### Met2 routing

(6 px per um) Cells faint in the background.
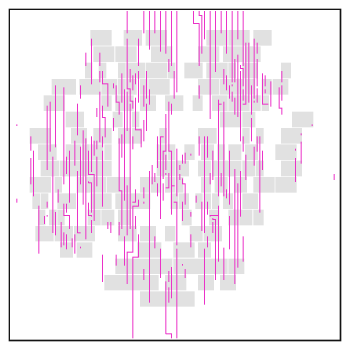
### Clock nets

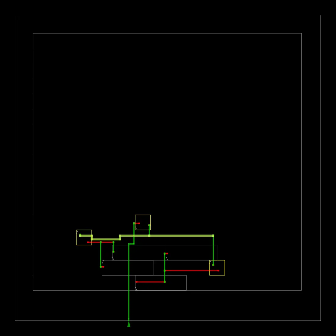
### Wires at chosen ports, followed through buffers

(6 px per um)
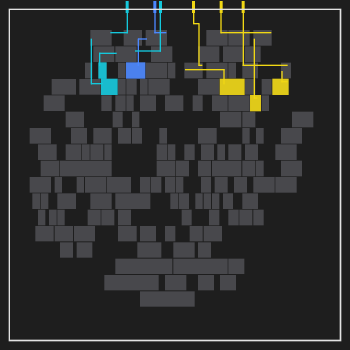
### Close-up of the layout

Region (31, 31) to (51, 51) um. Cells in grey, sequential cells in the stronger grey; small squares are vias.
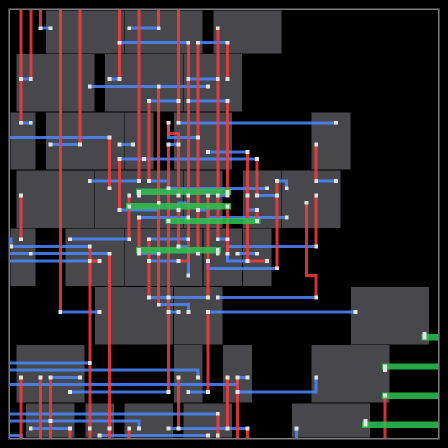
### Signal wires by layer

(10 px per um) Two of the layers only.
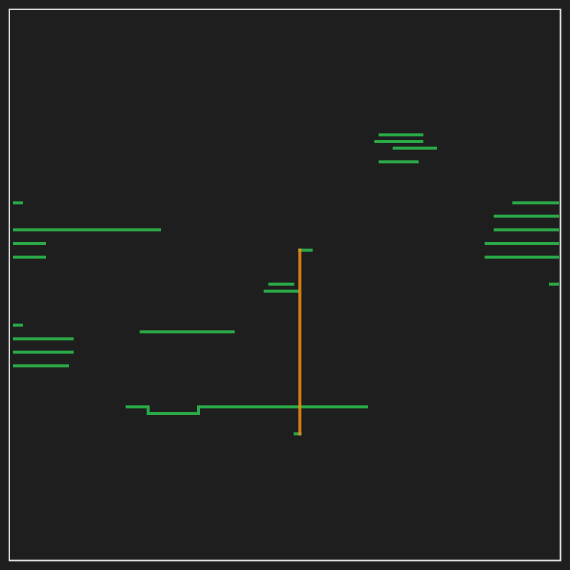
<file path="src/rtl/mcu_pkg.sv">
// Shared definitions for the multi-cycle MIPS control unit: field widths,
// opcode/func constants, FSM states, ALU codes and datapath mux encodings.
package mcu_pkg;

    localparam int OPC_W = 6;
    localparam int ST_W  = 4;

    localparam logic [OPC_W-1:0] OPC_R    = 6'b000000;
    localparam logic [OPC_W-1:0] OPC_ADDI = 6'b001000;
    localparam logic [OPC_W-1:0] OPC_SLTI = 6'b001010;
    localparam logic [OPC_W-1:0] OPC_LW   = 6'b100011;
    localparam logic [OPC_W-1:0] OPC_SW   = 6'b101011;
    localparam logic [OPC_W-1:0] OPC_J    = 6'b000010;
    localparam logic [OPC_W-1:0] OPC_JAL  = 6'b000011;
    localparam logic [OPC_W-1:0] OPC_JR   = 6'b000111;
    localparam logic [OPC_W-1:0] OPC_BEQ  = 6'b000100;

    localparam logic [OPC_W-1:0] FUNC_ADD = 6'b100000;
    localparam logic [OPC_W-1:0] FUNC_SUB = 6'b100010;
    localparam logic [OPC_W-1:0] FUNC_AND = 6'b100100;
    localparam logic [OPC_W-1:0] FUNC_OR  = 6'b100101;
    localparam logic [OPC_W-1:0] FUNC_SLT = 6'b101010;

    localparam logic [2:0] ALU_ADD = 3'b010;
    localparam logic [2:0] ALU_SUB = 3'b110;
    localparam logic [2:0] ALU_AND = 3'b000;
    localparam logic [2:0] ALU_OR  = 3'b001;
    localparam logic [2:0] ALU_SLT = 3'b111;

    localparam logic [1:0] REGDST_RT = 2'b00;
    localparam logic [1:0] REGDST_RD = 2'b01;
    localparam logic [1:0] REGDST_RA = 2'b10;

    localparam logic [1:0] M2R_ALUOUT = 2'b00;
    localparam logic [1:0] M2R_MDR    = 2'b01;
    localparam logic [1:0] M2R_PC     = 2'b10;

    localparam logic [1:0] SRCB_B      = 2'b00;
    localparam logic [1:0] SRCB_FOUR   = 2'b01;
    localparam logic [1:0] SRCB_IMM    = 2'b10;
    localparam logic [1:0] SRCB_IMM_SH = 2'b11;

    localparam logic [1:0] PCSRC_ALU    = 2'b00;
    localparam logic [1:0] PCSRC_ALUOUT = 2'b01;
    localparam logic [1:0] PCSRC_JUMP   = 2'b10;
    localparam logic [1:0] PCSRC_A      = 2'b11;

    typedef enum logic [1:0] {
        ALUM_ADD  = 2'b00,
        ALUM_SUB  = 2'b01,
        ALUM_FUNC = 2'b10,
        ALUM_SLT  = 2'b11
    } alu_mode_e;

    typedef enum logic [ST_W-1:0] {
        ST_RST      = 4'd0,
        ST_IF       = 4'd1,
        ST_ID       = 4'd2,
        ST_MEM_ADDR = 4'd3,
        ST_MEM_LW   = 4'd4,
        ST_WB_LW    = 4'd5,
        ST_MEM_SW   = 4'd6,
        ST_EX_R     = 4'd7,
        ST_EX_ADDI  = 4'd8,
        ST_EX_SLTI  = 4'd9,
        ST_WB_R     = 4'd10,
        ST_WB_I     = 4'd11,
        ST_BEQ      = 4'd12,
        ST_J        = 4'd13,
        ST_JAL      = 4'd14,
        ST_JR       = 4'd15
    } state_e;

endpackage

</file>
<file path="src/rtl/alu_op_decoder.sv">
// Translates the FSM's coarse ALU mode (and the R-type func field) into the
// 3-bit ALU_control code driven to the datapath ALU.
module alu_op_decoder
    import mcu_pkg::*;
(
    input  alu_mode_e        mode_i,
    input  logic [OPC_W-1:0] func_i,
    output logic [2:0]       alu_control_o
);

    // Unknown func codes fall back to add so a stray R-type cannot wedge the ALU.
    always_comb begin
        alu_control_o = ALU_ADD;
        case (mode_i)
            ALUM_ADD: alu_control_o = ALU_ADD;
            ALUM_SUB: alu_control_o = ALU_SUB;
            ALUM_SLT: alu_control_o = ALU_SLT;
            ALUM_FUNC: begin
                case (func_i)
                    FUNC_ADD: alu_control_o = ALU_ADD;
                    FUNC_SUB: alu_control_o = ALU_SUB;
                    FUNC_AND: alu_control_o = ALU_AND;
                    FUNC_OR:  alu_control_o = ALU_OR;
                    FUNC_SLT: alu_control_o = ALU_SLT;
                    default:  alu_control_o = ALU_ADD;
                endcase
            end
            default: alu_control_o = ALU_ADD;
        endcase
    end

endmodule

</file>
<file path="src/rtl/multi_cycle_cu.sv">
// Moore control FSM for the multi-cycle MIPS datapath. Outputs are a
// combinational decode of state, qualified by mem_ready in IF and zero in pc_en.
module multi_cycle_cu
    import mcu_pkg::*;
(
    input  logic             clk,
    input  logic             rst,
    input  logic [OPC_W-1:0] opc,
    input  logic [OPC_W-1:0] func,
    input  logic             zero,
    input  logic             mem_ready,
    output logic             pc_en,
    output logic             IorD,
    output logic             mem_read,
    output logic             mem_write,
    output logic             IRWrite,
    output logic             RegWrite,
    output logic [1:0]       RegDst,
    output logic [1:0]       MemToReg,
    output logic             ALUSrcA,
    output logic [1:0]       ALUSrcB,
    output logic [1:0]       PCSrc,
    output logic [2:0]       ALU_control,
    output logic             instr_done
);

    state_e    state_q, state_d;
    alu_mode_e alu_mode_s;
    logic      pc_write_s;
    logic      pc_write_cond_s;

    alu_op_decoder u_alu_op_decoder (
        .mode_i        (alu_mode_s),
        .func_i        (func),
        .alu_control_o (ALU_control)
    );

    // State register; rst is active-low and asynchronous.
    always_ff @(posedge clk or negedge rst) begin
        if (!rst) begin
            state_q <= ST_RST;
        end else begin
            state_q <= state_d;
        end
    end

    // Next-state and output decode; every strobe defaults low.
    always_comb begin
        state_d         = state_q;
        alu_mode_s      = ALUM_ADD;
        pc_write_s      = 1'b0;
        pc_write_cond_s = 1'b0;
        IorD            = 1'b0;
        mem_read        = 1'b0;
        mem_write       = 1'b0;
        IRWrite         = 1'b0;
        RegWrite        = 1'b0;
        RegDst          = REGDST_RT;
        MemToReg        = M2R_ALUOUT;
        ALUSrcA         = 1'b0;
        ALUSrcB         = SRCB_B;
        PCSrc           = PCSRC_ALU;
        instr_done      = 1'b0;
        case (state_q)
            ST_RST: state_d = ST_IF;
            ST_IF: begin
                mem_read = 1'b1;
                ALUSrcB  = SRCB_FOUR;
                if (mem_ready) begin
                    IRWrite    = 1'b1;
                    pc_write_s = 1'b1;
                    state_d    = ST_ID;
                end else begin
                    state_d = ST_IF;
                end
            end
            ST_ID: begin
                // Branch target is precomputed into ALUOut here for BEQ.
                ALUSrcB = SRCB_IMM_SH;
                case (opc)
                    OPC_LW, OPC_SW: state_d = ST_MEM_ADDR;
                    OPC_R:          state_d = ST_EX_R;
                    OPC_ADDI:       state_d = ST_EX_ADDI;
                    OPC_SLTI:       state_d = ST_EX_SLTI;
                    OPC_BEQ:        state_d = ST_BEQ;
                    OPC_J:          state_d = ST_J;
                    OPC_JAL:        state_d = ST_JAL;
                    OPC_JR:         state_d = ST_JR;
                    default: begin
                        instr_done = 1'b1;
                        state_d    = ST_IF;
                    end
                endcase
            end
            ST_MEM_ADDR: begin
                ALUSrcA = 1'b1;
                ALUSrcB = SRCB_IMM;
                if (opc == OPC_SW) begin
                    state_d = ST_MEM_SW;
                end else begin
                    state_d = ST_MEM_LW;
                end
            end
            ST_MEM_LW: begin
                mem_read = 1'b1;
                IorD     = 1'b1;
                if (mem_ready) begin
                    state_d = ST_WB_LW;
                end else begin
                    state_d = ST_MEM_LW;
                end
            end
            ST_WB_LW: begin
                RegWrite   = 1'b1;
                MemToReg   = M2R_MDR;
                instr_done = 1'b1;
                state_d    = ST_IF;
            end
            ST_MEM_SW: begin
                mem_write = 1'b1;
                IorD      = 1'b1;
                if (mem_ready) begin
                    instr_done = 1'b1;
                    state_d    = ST_IF;
                end else begin
                    state_d = ST_MEM_SW;
                end
            end
            ST_EX_R: begin
                ALUSrcA    = 1'b1;
                alu_mode_s = ALUM_FUNC;
                state_d    = ST_WB_R;
            end
            ST_EX_ADDI: begin
                ALUSrcA = 1'b1;
                ALUSrcB = SRCB_IMM;
                state_d = ST_WB_I;
            end
            ST_EX_SLTI: begin
                ALUSrcA    = 1'b1;
                ALUSrcB    = SRCB_IMM;
                alu_mode_s = ALUM_SLT;
                state_d    = ST_WB_I;
            end
            ST_WB_R: begin
                RegWrite   = 1'b1;
                RegDst     = REGDST_RD;
                instr_done = 1'b1;
                state_d    = ST_IF;
            end
            ST_WB_I: begin
                RegWrite   = 1'b1;
                instr_done = 1'b1;
                state_d    = ST_IF;
            end
            ST_BEQ: begin
                ALUSrcA         = 1'b1;
                alu_mode_s      = ALUM_SUB;
                pc_write_cond_s = 1'b1;
                PCSrc           = PCSRC_ALUOUT;
                instr_done      = 1'b1;
                state_d         = ST_IF;
            end
            ST_J: begin
                pc_write_s = 1'b1;
                PCSrc      = PCSRC_JUMP;
                instr_done = 1'b1;
                state_d    = ST_IF;
            end
            ST_JAL: begin
                // PC already holds PC+4 from IF, so the link value is ready.
                pc_write_s = 1'b1;
                PCSrc      = PCSRC_JUMP;
                RegWrite   = 1'b1;
                RegDst     = REGDST_RA;
                MemToReg   = M2R_PC;
                instr_done = 1'b1;
                state_d    = ST_IF;
            end
            ST_JR: begin
                pc_write_s = 1'b1;
                PCSrc      = PCSRC_A;
                instr_done = 1'b1;
                state_d    = ST_IF;
            end
            default: state_d = ST_RST;
        endcase
        pc_en = pc_write_s | (pc_write_cond_s & zero);
    end

endmodule

</file>
<file path="config.mk">
export PLATFORM = sky130hd
export DESIGN_NAME = multi_cycle_cu
export DESIGN_NICKNAME = d
export VERILOG_FILES = /design/src/rtl/mcu_pkg.sv /design/src/rtl/alu_op_decoder.sv /design/src/rtl/multi_cycle_cu.sv
export SDC_FILE = /design/constraint.sdc
export NUM_CORES = 1
export LEC_CHECK = 0
export CORE_MARGIN = 3
export CORE_UTILIZATION = 30
export CTS_CLUSTER_SIZE = 30
export DETAILED_ROUTE_END_ITERATION = 12
export GPL_TIMING_DRIVEN = 0
export PLACE_DENSITY = 0.65
export SYNTH_ARGS = -nofsm -noshare
export SYNTH_HDL_FRONTEND = slang
export SYNTH_HIERARCHICAL = 1
export SYNTH_SLANG_ARGS = --single-unit
</file>
<file path="constraint.sdc">
create_clock -name clk -period 2.6 [get_ports clk]
set_input_delay 0.52 -clock clk [delete_from_list [all_inputs] [get_ports clk]]
set_output_delay 0.52 -clock clk [all_outputs]
set_load 0.01 [all_outputs]
</file>
==> flow_summary.ini <==
; generated from flow reports
[run_status]
status = complete, no violations

[power_and_ir_drop]
power.density_mw_per_mm2 = 828

[global_routing]
gr-usage-met3_pct = 4.56
use_met1_pct = 21.8

[floorplanning]
ioPinCount = 35

[setup_path]
criticalPathCategory = in -> out
timing.rr.start = state_q[2]$_DFF_PN0_
cp.depth = 7

[final_layout]
final_core_util_pct = 50.2
top_regs = state_q: 4 flops
logic_area_um2 = 573
sh_comb_area_pct = 51.1

[cts]
h-tree-depth = 1
clockBufferDepth = 2

[synth]
yosys_area_um2 = 719
ys_cells = 108
simple_gate_share_pct = 40.7
synth_area_um2 = 719

[routing]
routed.top_layer = met4
first_iter_violations = 25
dr.pass1.iters = 4
wl_met3_um = 128

[final_timing]
max-slew-margin-rel_pct = 64.3
setup_viol = 0
period_used_pct = 96.7
worst_pin_slew_ns = 0.536
fmax_mhz = 398
Back to the opening pictures, 'Met2 routing':
wire length on this layer: 1080 um
main direction: vertical
longest straight run: 21.8 um
nets with wire on the layer: 131
GR Layer Usage met2: 24.4%
DR vias: 923
wirelength, routed: 2.22 mm

Back to the opening pictures, 'Clock nets':
clk_lat worst skew: 0.24 ns
clock buf count: 3
TritonCTS Buffers: 3
# clock sinks: 4
Clock Skew: 0.00394 ns

Back to the opening pictures, 'Wires at chosen ports, followed through buffers':
| port | colour | direction | edge | end cells | buffers | wire |
|---|---|---|---|---|---|---|
| ALU_control | yellow | output | top | 3 | 3 | 60.4 um |
| pc_en | blue | output | top | 1 | 1 | 11.2 um |
| RegDst | cyan | output | top | 2 | 2 | 31.2 um |

Back to the opening pictures, 'Close-up of the layout':
| layer | colour |
|---|---|
| M1 | blue |
| M3 | green |
| M2 | red |
most frequent: clkdlybuf4s50_1 (10)
cells with their middle in the window: 32
sequential cells in the window: 0

Back to the opening pictures, 'Signal wires by layer':
| layer | colour | wire length |
|---|---|---|
| M4 | orange | 18.4 um |
| M3 | green | 128 um |

